==> images/registers.png <==
Scale: 4 px per µm. Other sequential cells in the stronger gray, the rest of the logic in the fainter gray.
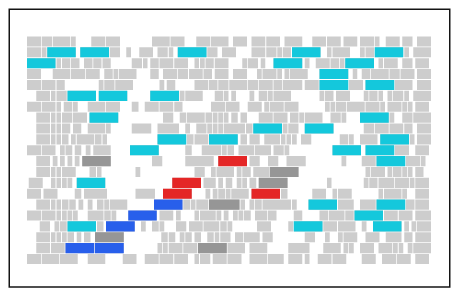
==> images/gate_families.png <==
Scale: 2 px per µm.
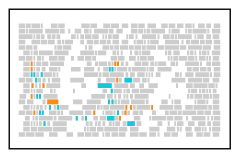
==> images/zoom.png <==
Window x 70 to 95, y 39 to 64 µm. Cells in gray, sequential cells in the stronger gray; small squares are vias.
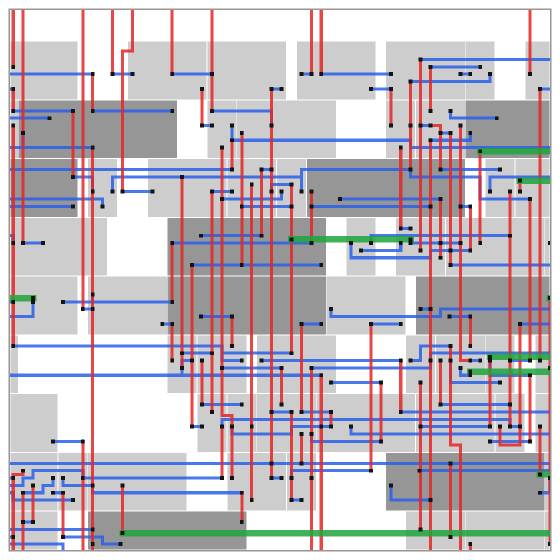
## src/rtl/wb_port_arbiter_if.sv

```systemverilog
`default_nettype none
// ---------------------------------------------------------------------------
// wb_port_arbiter_if : requester handshakes and register-file write port. rev 1.0
// ---------------------------------------------------------------------------
interface wb_port_arbiter_if #(
    parameter int NUM_REQ = 3,
    parameter int size    = 32
);
    logic [NUM_REQ-1:0]      req_valid_i;
    logic [NUM_REQ*5-1:0]    req_rd_i;
    logic [NUM_REQ*size-1:0] req_data_i;
    logic [NUM_REQ-1:0]      req_ready_o;
    logic                    stall_o;
    logic [4:0]              RD_WB;
    logic                    WE_WB;
    logic [size-1:0]         Final_Result;
    logic [2:0]              grant_id_o;

    modport master (
        output req_valid_i, req_rd_i, req_data_i,
        input  req_ready_o, stall_o, RD_WB, WE_WB, Final_Result, grant_id_o
    );

    modport slave (
        input  req_valid_i, req_rd_i, req_data_i,
        output req_ready_o, stall_o, RD_WB, WE_WB, Final_Result, grant_id_o
    );
endinterface
`default_nettype wire

```

## src/rtl/wb_port_arbiter.sv

```systemverilog
`default_nettype none
// ---------------------------------------------------------------------------
// wb_port_arbiter : register-file write-port arbiter, pipeline first, late RR. rev 1.0
// ---------------------------------------------------------------------------
module wb_port_arbiter #(
    parameter int size         = 32,
    parameter int NUM_REQ      = 3,
    parameter int STARVE_LIMIT = 4
) (
    input wire               clk,
    input wire               reset,
    wb_port_arbiter_if.slave bus
);
    localparam logic [2:0] c_rr_reset     = 3'(NUM_REQ - 1);
    localparam logic [3:0] c_starve_limit = 4'(STARVE_LIMIT);

    typedef enum logic [0:0] {
        ARB_NORMAL = 1'b0,
        ARB_STARVE = 1'b1
    } arb_mode_t;

    arb_mode_t       mode_q, mode_d;
    logic [2:0]      rr_ptr_q, rr_ptr_d;
    logic [3:0]      wait_cnt_q, wait_cnt_d;
    logic            we_wb_q, we_wb_d;
    logic [4:0]      rd_wb_q, rd_wb_d;
    logic [size-1:0] result_q, result_d;
    logic [2:0]      grant_id_q, grant_id_d;

    logic               w_hi_found, w_lo_found, w_late_any;
    logic [2:0]         w_hi_idx, w_lo_idx, w_rr_idx;
    logic               w_grant_any, w_late_grant;
    logic [2:0]         w_grant_idx;
    logic [NUM_REQ-1:0] w_ready;
    logic [4:0]         w_sel_rd;
    logic [size-1:0]    w_sel_data;

    // Round-robin: lowest valid index above rr_ptr wins, else lowest at or below it.
    always_comb begin
        w_hi_found = 1'b0;
        w_lo_found = 1'b0;
        w_hi_idx   = '0;
        w_lo_idx   = '0;
        for (int k = NUM_REQ - 1; k >= 1; k--) begin
            if (bus.req_valid_i[k]) begin
                if (3'(k) > rr_ptr_q) begin
                    w_hi_found = 1'b1;
                    w_hi_idx   = 3'(k);
                end else begin
                    w_lo_found = 1'b1;
                    w_lo_idx   = 3'(k);
                end
            end
        end
        w_late_any = w_hi_found | w_lo_found;
        w_rr_idx   = w_hi_found ? w_hi_idx : w_lo_idx;
    end

    always_comb begin
        w_grant_any = 1'b0;
        w_grant_idx = '0;
        if (reset) begin
            if (mode_q == ARB_NORMAL && bus.req_valid_i[0]) begin
                w_grant_any = 1'b1;
                w_grant_idx = 3'd0;
            end else if (w_late_any) begin
                w_grant_any = 1'b1;
                w_grant_idx = w_rr_idx;
            end
        end
        w_late_grant = w_grant_any && (w_grant_idx != 3'd0);

        w_ready    = '0;
        w_sel_rd   = '0;
        w_sel_data = '0;
        for (int k = 0; k < NUM_REQ; k++) begin
            if (w_grant_any && w_grant_idx == 3'(k)) begin
                w_ready[k] = 1'b1;
                w_sel_rd   = bus.req_rd_i[5*k +: 5];
                w_sel_data = bus.req_data_i[size*k +: size];
            end
        end
    end

    always_comb begin
        mode_d     = mode_q;
        rr_ptr_d   = rr_ptr_q;
        wait_cnt_d = wait_cnt_q;
        we_wb_d    = 1'b0;
        rd_wb_d    = rd_wb_q;
        result_d   = result_q;
        grant_id_d = grant_id_q;

        if (w_grant_any) begin
            we_wb_d    = (w_sel_rd != 5'd0);
            rd_wb_d    = w_sel_rd;
            result_d   = w_sel_data;
            grant_id_d = w_grant_idx;
        end

        if (w_late_grant) begin
            rr_ptr_d = w_grant_idx;
        end

        case (mode_q)
            // A starve slot lasts one cycle: it either serves a late requester or finds none left.
            ARB_STARVE: begin
                mode_d     = ARB_NORMAL;
                wait_cnt_d = '0;
            end
            ARB_NORMAL: begin
                if (w_late_grant) begin
                    wait_cnt_d = '0;
                end else if (w_late_any) begin
                    if (wait_cnt_q >= c_starve_limit) begin
                        mode_d = ARB_STARVE;
                    end
                    if (wait_cnt_q != 4'hF) begin
                        wait_cnt_d = wait_cnt_q + 4'd1;
                    end
                end
            end
        endcase
    end

    always_ff @(posedge clk) begin
        if (!reset) begin
            mode_q     <= ARB_NORMAL;
            rr_ptr_q   <= c_rr_reset;
            wait_cnt_q <= '0;
            we_wb_q    <= 1'b0;
            rd_wb_q    <= '0;
            result_q   <= '0;
            grant_id_q <= '0;
        end else begin
            mode_q     <= mode_d;
            rr_ptr_q   <= rr_ptr_d;
            wait_cnt_q <= wait_cnt_d;
            we_wb_q    <= we_wb_d;
            rd_wb_q    <= rd_wb_d;
            result_q   <= result_d;
            grant_id_q <= grant_id_d;
        end
    end

    assign bus.req_ready_o  = w_ready;
    assign bus.stall_o      = reset && (mode_q == ARB_STARVE);
    assign bus.WE_WB        = we_wb_q;
    assign bus.RD_WB        = rd_wb_q;
    assign bus.Final_Result = result_q;
    assign bus.grant_id_o   = grant_id_q;
endmodule
`default_nettype wire

```

## src/flat_wrapper.sv

```systemverilog
// flat-port wrapper written by rule: the top's interface ports become plain ports
module wb_port_arbiter_flat 
#(
    parameter int size         = 32,
    parameter int NUM_REQ      = 3,
    parameter int STARVE_LIMIT = 4
)
  (clk, reset, bus_req_valid_i, bus_req_rd_i, bus_req_data_i, bus_req_ready_o, bus_stall_o, bus_RD_WB, bus_WE_WB, bus_Final_Result, bus_grant_id_o);
  wb_port_arbiter_if #(.NUM_REQ(NUM_REQ), .size(size)) bus_i ();
  input wire clk;
  input wire reset;
  input wire logic [$bits(bus_i.req_valid_i)-1:0] bus_req_valid_i;
  input wire logic [$bits(bus_i.req_rd_i)-1:0] bus_req_rd_i;
  input wire logic [$bits(bus_i.req_data_i)-1:0] bus_req_data_i;
  output wire logic [$bits(bus_i.req_ready_o)-1:0] bus_req_ready_o;
  output wire logic [$bits(bus_i.stall_o)-1:0] bus_stall_o;
  output wire logic [$bits(bus_i.RD_WB)-1:0] bus_RD_WB;
  output wire logic [$bits(bus_i.WE_WB)-1:0] bus_WE_WB;
  output wire logic [$bits(bus_i.Final_Result)-1:0] bus_Final_Result;
  output wire logic [$bits(bus_i.grant_id_o)-1:0] bus_grant_id_o;
  assign bus_i.req_valid_i = bus_req_valid_i;
  assign bus_i.req_rd_i = bus_req_rd_i;
  assign bus_i.req_data_i = bus_req_data_i;
  assign bus_req_ready_o = bus_i.req_ready_o;
  assign bus_stall_o = bus_i.stall_o;
  assign bus_RD_WB = bus_i.RD_WB;
  assign bus_WE_WB = bus_i.WE_WB;
  assign bus_Final_Result = bus_i.Final_Result;
  assign bus_grant_id_o = bus_i.grant_id_o;
  wb_port_arbiter #(.size(size), .NUM_REQ(NUM_REQ), .STARVE_LIMIT(STARVE_LIMIT)) u_core (.clk(clk), .reset(reset), .bus(bus_i));
endmodule
```

## config.mk

```make
export PLATFORM = sky130hd
export DESIGN_NAME = wb_port_arbiter_flat
export DESIGN_NICKNAME = d
export VERILOG_FILES = /design/src/rtl/wb_port_arbiter_if.sv /design/src/rtl/wb_port_arbiter.sv /design/src/flat_wrapper.sv
export SDC_FILE = /design/constraint.sdc
export NUM_CORES = 1
export LEC_CHECK = 0
export ABC_AREA = 1
export CORE_ASPECT_RATIO = 0.6
export CORE_MARGIN = 4
export CORE_UTILIZATION = 39
export CTS_CLUSTER_DIAMETER = 150
export DETAILED_ROUTE_END_ITERATION = 6
export GPL_ROUTABILITY_DRIVEN = 1
export GPL_TIMING_DRIVEN = 0
export HOLD_SLACK_MARGIN = 0.06
export PLACE_DENSITY = 0.93
export SKIP_CTS_REPAIR_TIMING = 1
export SLEW_MARGIN = 20
export SYNTH_ARGS = -nofsm -noshare
export SYNTH_HDL_FRONTEND = slang
export SYNTH_SLANG_ARGS = --single-unit
```

## constraint.sdc

```tcl
create_clock -name clk -period 2.1 [get_ports clk]
set_clock_uncertainty 0.2 [all_clocks]
set_input_delay 0.42 -clock clk [delete_from_list [all_inputs] [get_ports clk]]
set_output_delay 0.42 -clock clk [all_outputs]
set_load 0.05 [all_outputs]
```

==> reports/metrics.cfg <==
[final_layout]
mi_logic_area_mm2 = 0.001280
largest_class = buffers
final_cell_mix = 118 x clkdlybuf4s50_1, 110 x nand2_1, 46 x dfxtp_1
largest_register_ffs = 32
nMultiInputCombCells = 242
nClkBuffers = 7
fillers = 396
buffer_area_frac = 0.4330
ff_latch_area_um2 = 942.2
n_antenna_cell = 0

[pwr]
pg_comb_mw = 0.797
clockPowerShare = 0.233
switching_share = 0.3267
maxPowerGroup = sequential cells
clk-power_mw = 0.541
ir_drop_uv = 280.4
total_power_mw = 2.321
p_leak_nw = 2.259
p_switching_mw = 0.7583

[setup_path]
r2r-start = u_core.mode_q
end_kind = output port
endpoint = bus_req_ready_o[1]
cp_slowest_cell = dfxtp_2
rrSetupSlack_ns = 0.36
reg2reg_to = u_core.bus.Final_Result[8]
path_cells = inv_2 > nand2_4 > nand2_4 > nor2_4 > buf_8 > buf_12 > buf_6
cp_num_cells = 7
crit_start = u_core.mode_q
critical_path_class = flop to output port
worstPathMaxFanout = 10
arrival_ns = 1.52

[synth]
synth_area_per_cell_um2 = 7.457
largest_area_cell = dfxtp_1
synth-adder-area-share = 0.005163
syn_inst = 325
ys_seq_frac = 0.3882
edf_count = 0
ys_cells = 325
synth_top_cell_by_count = nand2_1
top_cells_by_area = dfxtp_1 39%, nand2_1 17%, a31oi_1 7.5%

[flow_run]
warning_count = 27

[global_route]
grtUsageMet2 = 0.3665
use_met3 = 0.07556
grt_first_pass_wirelength_um = 13410
antenna_found_initial = 0

[detailed_routing]
ant_nets = 0
wl_met2_um = 4155
wl_met3_um = 1059
detail_route.wl_per_cell_um = 15.44
wl_met1_um = 3657

[sta]
fmax_ghz = 0.4664
fin_ws_ns = -0.04417
hold_viol = 0
post-route-min-period_ns = 2.144
rsz0062_at_grt = true
finalSetupViolCount = 1
setup-tns-final_ns = -0.04417

[min_path]
hold_depth = 2

[die]
core_region_area_mm2 = 0.005781
die_w_um = 109.8
die_y_um = 69.06

[placed_design]
dpl_cell_area_mm2 = 0.004105
place_ws_ns = -1.040
gp_congestion = 0.7602
place_inst = 563
dp.final_hpwl_um = 6954

[outcome]
violations = negative setup slack
run_status = finished, violations left

[clock_network]
numCtsBuffers = 5

## Picture notes: registers.png
| color | netlist name | sequential cells |
|---|---|---|
| red | u_core.wait_cnt_q | 4 |
| cyan | u_core.bus.Final_Result | 32 |
| blue | u_core.bus.RD_WB | 5 |

## Picture notes: gate_families.png
| color | family | cells | most used |
|---|---|---|---|
| orange | inverters | 16 | inv_1 |
| cyan | NOR gates | 23 | nor2_1 |
Top cell excl fill/tap: clkdlybuf4s50_1
Comb area share: 0.2931
Cell Count, Final, Fillers Out: 579

## Picture notes: zoom.png
| color | layer |
|---|---|
| red | met2 |
| blue | met1 |
| green | met3 |
sequential cells in the window: 8
netlist names of flops here include: u_core.bus.Final_Result (8)
most frequent: nand2_1 (16), clkdlybuf4s50_1 (11), dfxtp_1 (8)
cells with their middle in the window: 52

